<file path="config.mk">
export PLATFORM = sky130hd
export DESIGN_NAME = input_conditioner
export DESIGN_NICKNAME = d
export VERILOG_FILES = /design/src/rtl/input_cond_pkg.sv /design/src/rtl/debounce_channel.sv /design/src/rtl/input_conditioner.sv
export SDC_FILE = /design/constraint.sdc
export NUM_CORES = 1
export LEC_CHECK = 0
export CORE_MARGIN = 1
export CORE_UTILIZATION = 40
export DETAILED_ROUTE_END_ITERATION = 8
export GPL_TIMING_DRIVEN = 0
export PLACE_DENSITY = 0.68
export SKIP_CTS_REPAIR_TIMING = 1
export SLEW_MARGIN = 20
export SYNTH_ARGS = -nofsm -noshare
export SYNTH_HDL_FRONTEND = slang
export SYNTH_SLANG_ARGS = --single-unit
</file>
<file path="constraint.sdc">
create_clock -name clk -period 1.8 [get_ports clk]
set_input_delay 0.36 -clock clk [delete_from_list [all_inputs] [get_ports clk]]
set_output_delay 0.36 -clock clk [all_outputs]
set_load 0.05 [all_outputs]
</file>
<file path="src/rtl/input_cond_pkg.sv">
// Purpose: shared types and default constants for the input conditioner.
// Latency: n/a (types and constants only).
// Backpressure: n/a.
// Contents: db_state_t (per-channel debounce FSM state), default
// synchronizer depth and debounce run length.
package input_cond_pkg;

  typedef enum logic {
    DB_STABLE  = 1'b0,
    DB_PENDING = 1'b1
  } db_state_t;

  localparam int SYNC_STAGES_DEF     = 2;
  localparam int DEBOUNCE_CYCLES_DEF = 16;

endpackage

</file>
<file path="src/rtl/debounce_channel.sv">
// Purpose: one raw line -> synchronizer chain -> debounce FSM -> clean level.
// Latency: SYNC_STAGES + DEBOUNCE_CYCLES edges from first raw sample to level.
// Backpressure: none; free-running, accepts a new raw sample every cycle.
// Ports: clk, rst_n (sync, active-low), raw (async line), level (debounced,
// registered), rise/fall (registered one-cycle pulses, only when
// INPUT_COND_EDGE_EN is defined, else tied 0), pending (FSM in PENDING).
module debounce_channel
  import input_cond_pkg::*;
#(
  parameter int SYNC_STAGES     = SYNC_STAGES_DEF,
  parameter int DEBOUNCE_CYCLES = DEBOUNCE_CYCLES_DEF
) (
  input  logic clk,
  input  logic rst_n,
  input  logic raw,
  output logic level,
  output logic rise,
  output logic fall,
  output logic pending
);

  localparam int CW = $clog2(DEBOUNCE_CYCLES + 1);
  localparam logic [CW-1:0] CNT_LAST = CW'(DEBOUNCE_CYCLES - 1);

  logic [SYNC_STAGES-1:0] sync_q;
  logic                   s;
  db_state_t              state_q, state_d;
  logic [CW-1:0]          cnt_q, cnt_d;
  logic                   level_q;
  logic                   flip;

  always_ff @(posedge clk) begin
    if (!rst_n) sync_q <= '0;
    else        sync_q <= {sync_q[SYNC_STAGES-2:0], raw};
  end

  assign s = sync_q[SYNC_STAGES-1];

  always_comb begin
    state_d = state_q;
    cnt_d   = cnt_q;
    flip    = 1'b0;
    case (state_q)
      DB_STABLE: begin
        cnt_d = '0;
        if (s != level_q) begin
          // A run length of one means the first differing sample is enough.
          if (DEBOUNCE_CYCLES == 1) begin
            flip = 1'b1;
          end else begin
            state_d = DB_PENDING;
            cnt_d   = CW'(1);
          end
        end
      end
      DB_PENDING: begin
        if (s == level_q) begin
          // Sample back at the old level: drop the candidate change.
          state_d = DB_STABLE;
          cnt_d   = '0;
        end else if (cnt_q == CNT_LAST) begin
          flip    = 1'b1;
          state_d = DB_STABLE;
          cnt_d   = '0;
        end else begin
          cnt_d = cnt_q + CW'(1);
        end
      end
      default: begin
        state_d = DB_STABLE;
        cnt_d   = '0;
      end
    endcase
  end

  always_ff @(posedge clk) begin
    if (!rst_n) begin
      state_q <= DB_STABLE;
      cnt_q   <= '0;
      level_q <= 1'b0;
    end else begin
      state_q <= state_d;
      cnt_q   <= cnt_d;
      level_q <= level_q ^ flip;
    end
  end

  assign level   = level_q;
  assign pending = (state_q == DB_PENDING);

`ifdef INPUT_COND_EDGE_EN
  logic rise_q, fall_q;

  // Registered alongside level_q so the pulse lines up with the new level.
  always_ff @(posedge clk) begin
    if (!rst_n) begin
      rise_q <= 1'b0;
      fall_q <= 1'b0;
    end else begin
      rise_q <= flip & ~level_q;
      fall_q <= flip &  level_q;
    end
  end

  assign rise = rise_q;
  assign fall = fall_q;
`else
  assign rise = 1'b0;
  assign fall = 1'b0;
`endif

endmodule

</file>
<file path="src/rtl/input_conditioner.sv">
// Purpose: N_IN independent synchronize+debounce channels feeding x1..x3.
// Latency: SYNC_STAGES + DEBOUNCE_CYCLES edges raw->level; busy one edge after state.
// Backpressure: none; all channels run in parallel every cycle, no priority.
// Ports: clk, rst_n (sync, active-low), raw_in[N_IN] (async), x_level[N_IN],
// x_rise[N_IN], x_fall[N_IN] (pulses built only with INPUT_COND_EDGE_EN,
// otherwise tied 0), busy (registered OR of per-channel PENDING).
module input_conditioner
  import input_cond_pkg::*;
#(
  parameter int N_IN            = 3,
  parameter int SYNC_STAGES     = SYNC_STAGES_DEF,
  parameter int DEBOUNCE_CYCLES = DEBOUNCE_CYCLES_DEF
) (
  input  logic            clk,
  input  logic            rst_n,
  input  logic [N_IN-1:0] raw_in,
  output logic [N_IN-1:0] x_level,
  output logic [N_IN-1:0] x_rise,
  output logic [N_IN-1:0] x_fall,
  output logic            busy
);

  logic [N_IN-1:0] pending;
  logic            busy_q;

  for (genvar i = 0; i < N_IN; i++) begin : g_ch
    debounce_channel #(
      .SYNC_STAGES     (SYNC_STAGES),
      .DEBOUNCE_CYCLES (DEBOUNCE_CYCLES)
    ) u_ch (
      .clk     (clk),
      .rst_n   (rst_n),
      .raw     (raw_in[i]),
      .level   (x_level[i]),
      .rise    (x_rise[i]),
      .fall    (x_fall[i]),
      .pending (pending[i])
    );
  end

  always_ff @(posedge clk) begin
    if (!rst_n) busy_q <= 1'b0;
    else        busy_q <= |pending;
  end

  assign busy = busy_q;

endmodule

</file>
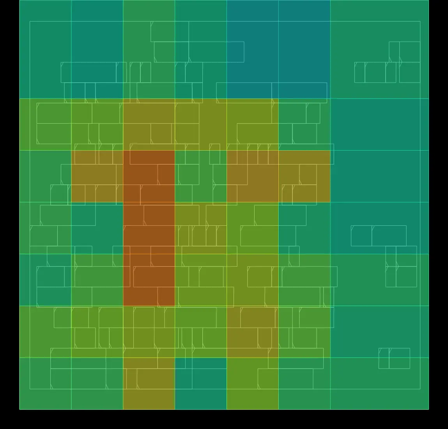
**Above:** congestion heat map.
met3 usage: 0.0167
met2 Use GR: 0.217
GRT busiest layer: met2

==> deck_impl_summary.md <==
Run Summary

Timing
  • RSZ-0062 raised after global routing: false
  • Hold Violations, Final: 0
  • Worst Skew: 0.00752 ns
  • Final tally of setup violations: 0
  • Max-slew violation count: 0
  • Final period util: 0.882
  • Worst slew pin tran: 0.502 ns
  • Max Clock Freq: 0.630 GHz
  • Relative slew margins: 0.665
  • Fin crit period: 1.59 ns

Floorplan
  • Chip area: 2970 um^2
  • FP Util: 0.433
  • Core Area: 2540 um^2
  • Row count: 18
  • IO Count: 15
  • Die height: 54.5 um

Clocking
  • H-tree depth: 1
  • Max clock buf depth: 2
  • CTS tree: yes
  • Clk root buf: clkbuf_4
  • Clk_lat worst skew: 0.31 ns
  • Clk sink count: 28
  • Num CTS Buffers: 3

Yosys
  • Asr flop ratio synth: 0
  • Synthesis area per yosys: 1100 um^2
  • Cells after Synth: 106
  • Post-synth cell types: 18
  • Synth Flop Type: dfxtp_1
  • Flops after synth: 28
  • Synthesized area per cell: 10.4 um^2
  • # Cells Yosys: 106
  • Syn. warnings: 0
  • Sequential area share after synthesis: 0.509

Critical path
  • CP endpoint kind: primary output
  • Worst-path maximum fanout: 3
  • Type of the worst setup path: flop to primary output
  • CP max-delay cell: dlymetal6s2s_1
  • Crit start category: flop
  • Critical path's largest stage delay: 0.40 ns
  • Worst Path Arrival: 1.23 ns
  • CP cell instances: buf_4, dlymetal6s2s_1
  • Crit path DRT: 1.44 ns
  • CP top delay family: buffers and inverters
  • Crit path buf inv count: 2

Detailed routing
  • Drc violations: 0
  • Initial DRC Count: 9
  • WL/cell: 9.80 um
  • Vias/cell: 4.50
  • Routed Wire Length: 1500 um
  • Via count: 688
  • Initial DRT Pass Iterations: 4

Place
  • Area after DPL: 1240 um^2
  • PortBufs: 8
  • Gpl congestion: 0.685
  • Post-DP HPWL: 1150 um

Final layout
  • Layout cells sized above 1: 0.154
  • Area grow syn2layout: 16.6%
  • # nets final: 135
  • Cell area after layout: 1280 um^2

Power
  • Power share of the clock group: 0.290
  • Total power: 1.00 mW
  • Maximum vdd ir drop: 0.000633 V
  • Logic pwr share: 0.071
  • Static Leakage: 0.596 nW
  • PwrDens: 778 nW/um^2
  • Switch Pwr: 0.217 mW
  • Flop pwr share: 0.639
  • Switching share of power: 0.217

Global route
  • All-Layer GR Usage: 0.121
  • Antenna violations before repair: 0
  • Number of global-route vias before repair: 643
  • First-pass GRT wire length: 2520 um
  • Largest net degree at the start of global routing: 16
  • Total gr overflow: 0

Run status
  • Status: completed

Flow run
  • Max-Cap Viols: 0
  • Tool warnings: 26

Min path
  • Class of the worst hold path: flop to flop
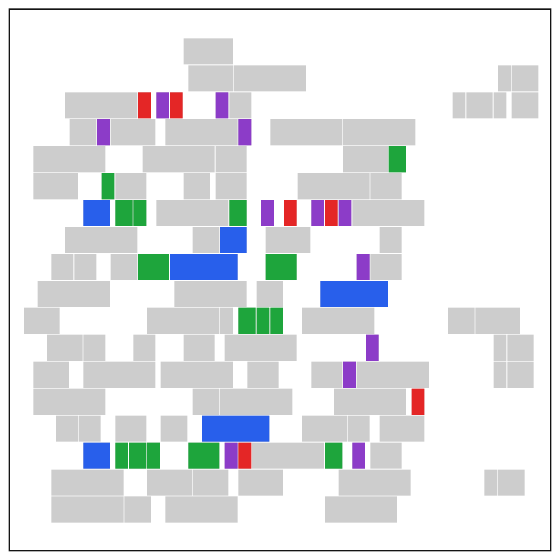
**Above:** gate families picked out.
NOR gates: in purple, cells 12, most used nor2_1. inverting AOI/OAI gates: in blue, cells 6. NAND gates: in green, cells 15. inverters: in red, cells 6, most used inv_1.
Comb/total area: 0.363
Non-Filler Instances: 153
Top cell excl fill/tap: dfxtp_1

[synthesized netlist by cell type (3+ instances only)]
| cell type | n | share of area |
|---|---|---|
| a21boi_0 | 3 | 0.020 |
| and2_1 | 6 | 0.034 |
| nor2_1 | 12 | 0.041 |
| xnor2_1 | 3 | 0.024 |
| and3_1 | 3 | 0.017 |
| and3_2 | 3 | 0.020 |
| a21boi_4 | 3 | 0.051 |
| nand3_1 | 6 | 0.027 |
| nand2_1 | 6 | 0.020 |
| xor2_1 | 6 | 0.048 |
| nand4b_1 | 3 | 0.024 |
| buf_4 | 9 | 0.061 |
| inv_1 | 6 | 0.020 |
| dfxtp_1 | 28 | 0.51 |
| ha_1 | 6 | 0.068 |
[sequential cells by signal (all words and copies together) (netlist names)]
signal and flops:
g_ch.u_ch.cnt_q 15, g_ch.u_ch.sync_q 6, g_ch.u_ch.level 3, g_ch.u_ch.pending 3, busy 1
[routing by layer]
metal,track usage,routed length [um],vias to the layer above
li1,-,-,365
met1,0.137,675,309
met2,0.217,761,12
met3,0.0167,49,2
met4,0.0641,13,0
met5,0,0,-
[final timing paths]
| path | endpoint | start | slack [ns] | depth (start not counted) |
|---|---|---|---|---|
| max | x_level[2] | g_ch[2].u_ch.level | 0.21 | 2 |
| min | g_ch[0].u_ch.sync_q[1] | g_ch[0].u_ch.sync_q[0] | 0.45 | 1 |
| max reg2reg | g_ch[2].u_ch.cnt_q[0] | g_ch[2].u_ch.cnt_q[0] | 0.28 | 6 |
| min reg2reg | g_ch[0].u_ch.sync_q[1] | g_ch[0].u_ch.sync_q[0] | 0.45 | 1 |
[power groups by stage]
stage	Combinational, mW	Clock (mW)	Sequential, mW
2_1_floorplan	0.0530	0	0.655
3_3_place_gp	0.0700	0	0.653
3_5_place_dp	0.0710	0	0.653
4_1_cts	0.0711	0.310	0.640
5_1_grt	0.0773	0.333	0.641
6_report	0.0708	0.290	0.639
[stage by stage]
step / setup TNS, ns / utilization / worst slack [ns] / std cells / hold WS [ns]
floorplan: 0 / - / 0.430 / 111 / 0.412
finish: 0 / 0.505 / 0.213 / 153 / 0.453
CTS: -0.600 / 0.501 / -0.205 / 153 / 0.456
detailed placement: 0 / 0.487 / 0.173 / 149 / 0.423
global placement: 0 / 0.487 / 0.188 / 149 / 0.415
global route: 0 / 0.505 / 0.126 / 153 / 0.483
[layout make-up]
class	count	area [um^2]
sequential	28	561
tap	30	37.5
inverter	6	22.5
clock buffer	4	36.3
timing repair buffer	8	90.1
multi-input combinational	67	467
fill	250	1260
buffer	10	71.3
[cell families after synthesis]
| logic type | synth area share |
|---|---|
| AOI/OAI and AO/OA | 0.0795 |
| DFF | 0.509 |
| buffers and inverters | 0.0851 |
| and+or+nand+nor | 0.184 |
| adders and majority gates | 0.0681 |
| xor gates and xnor gates | 0.0715 |
| other | 0.00340 |
Power is estimated from default activity; no workload was simulated.
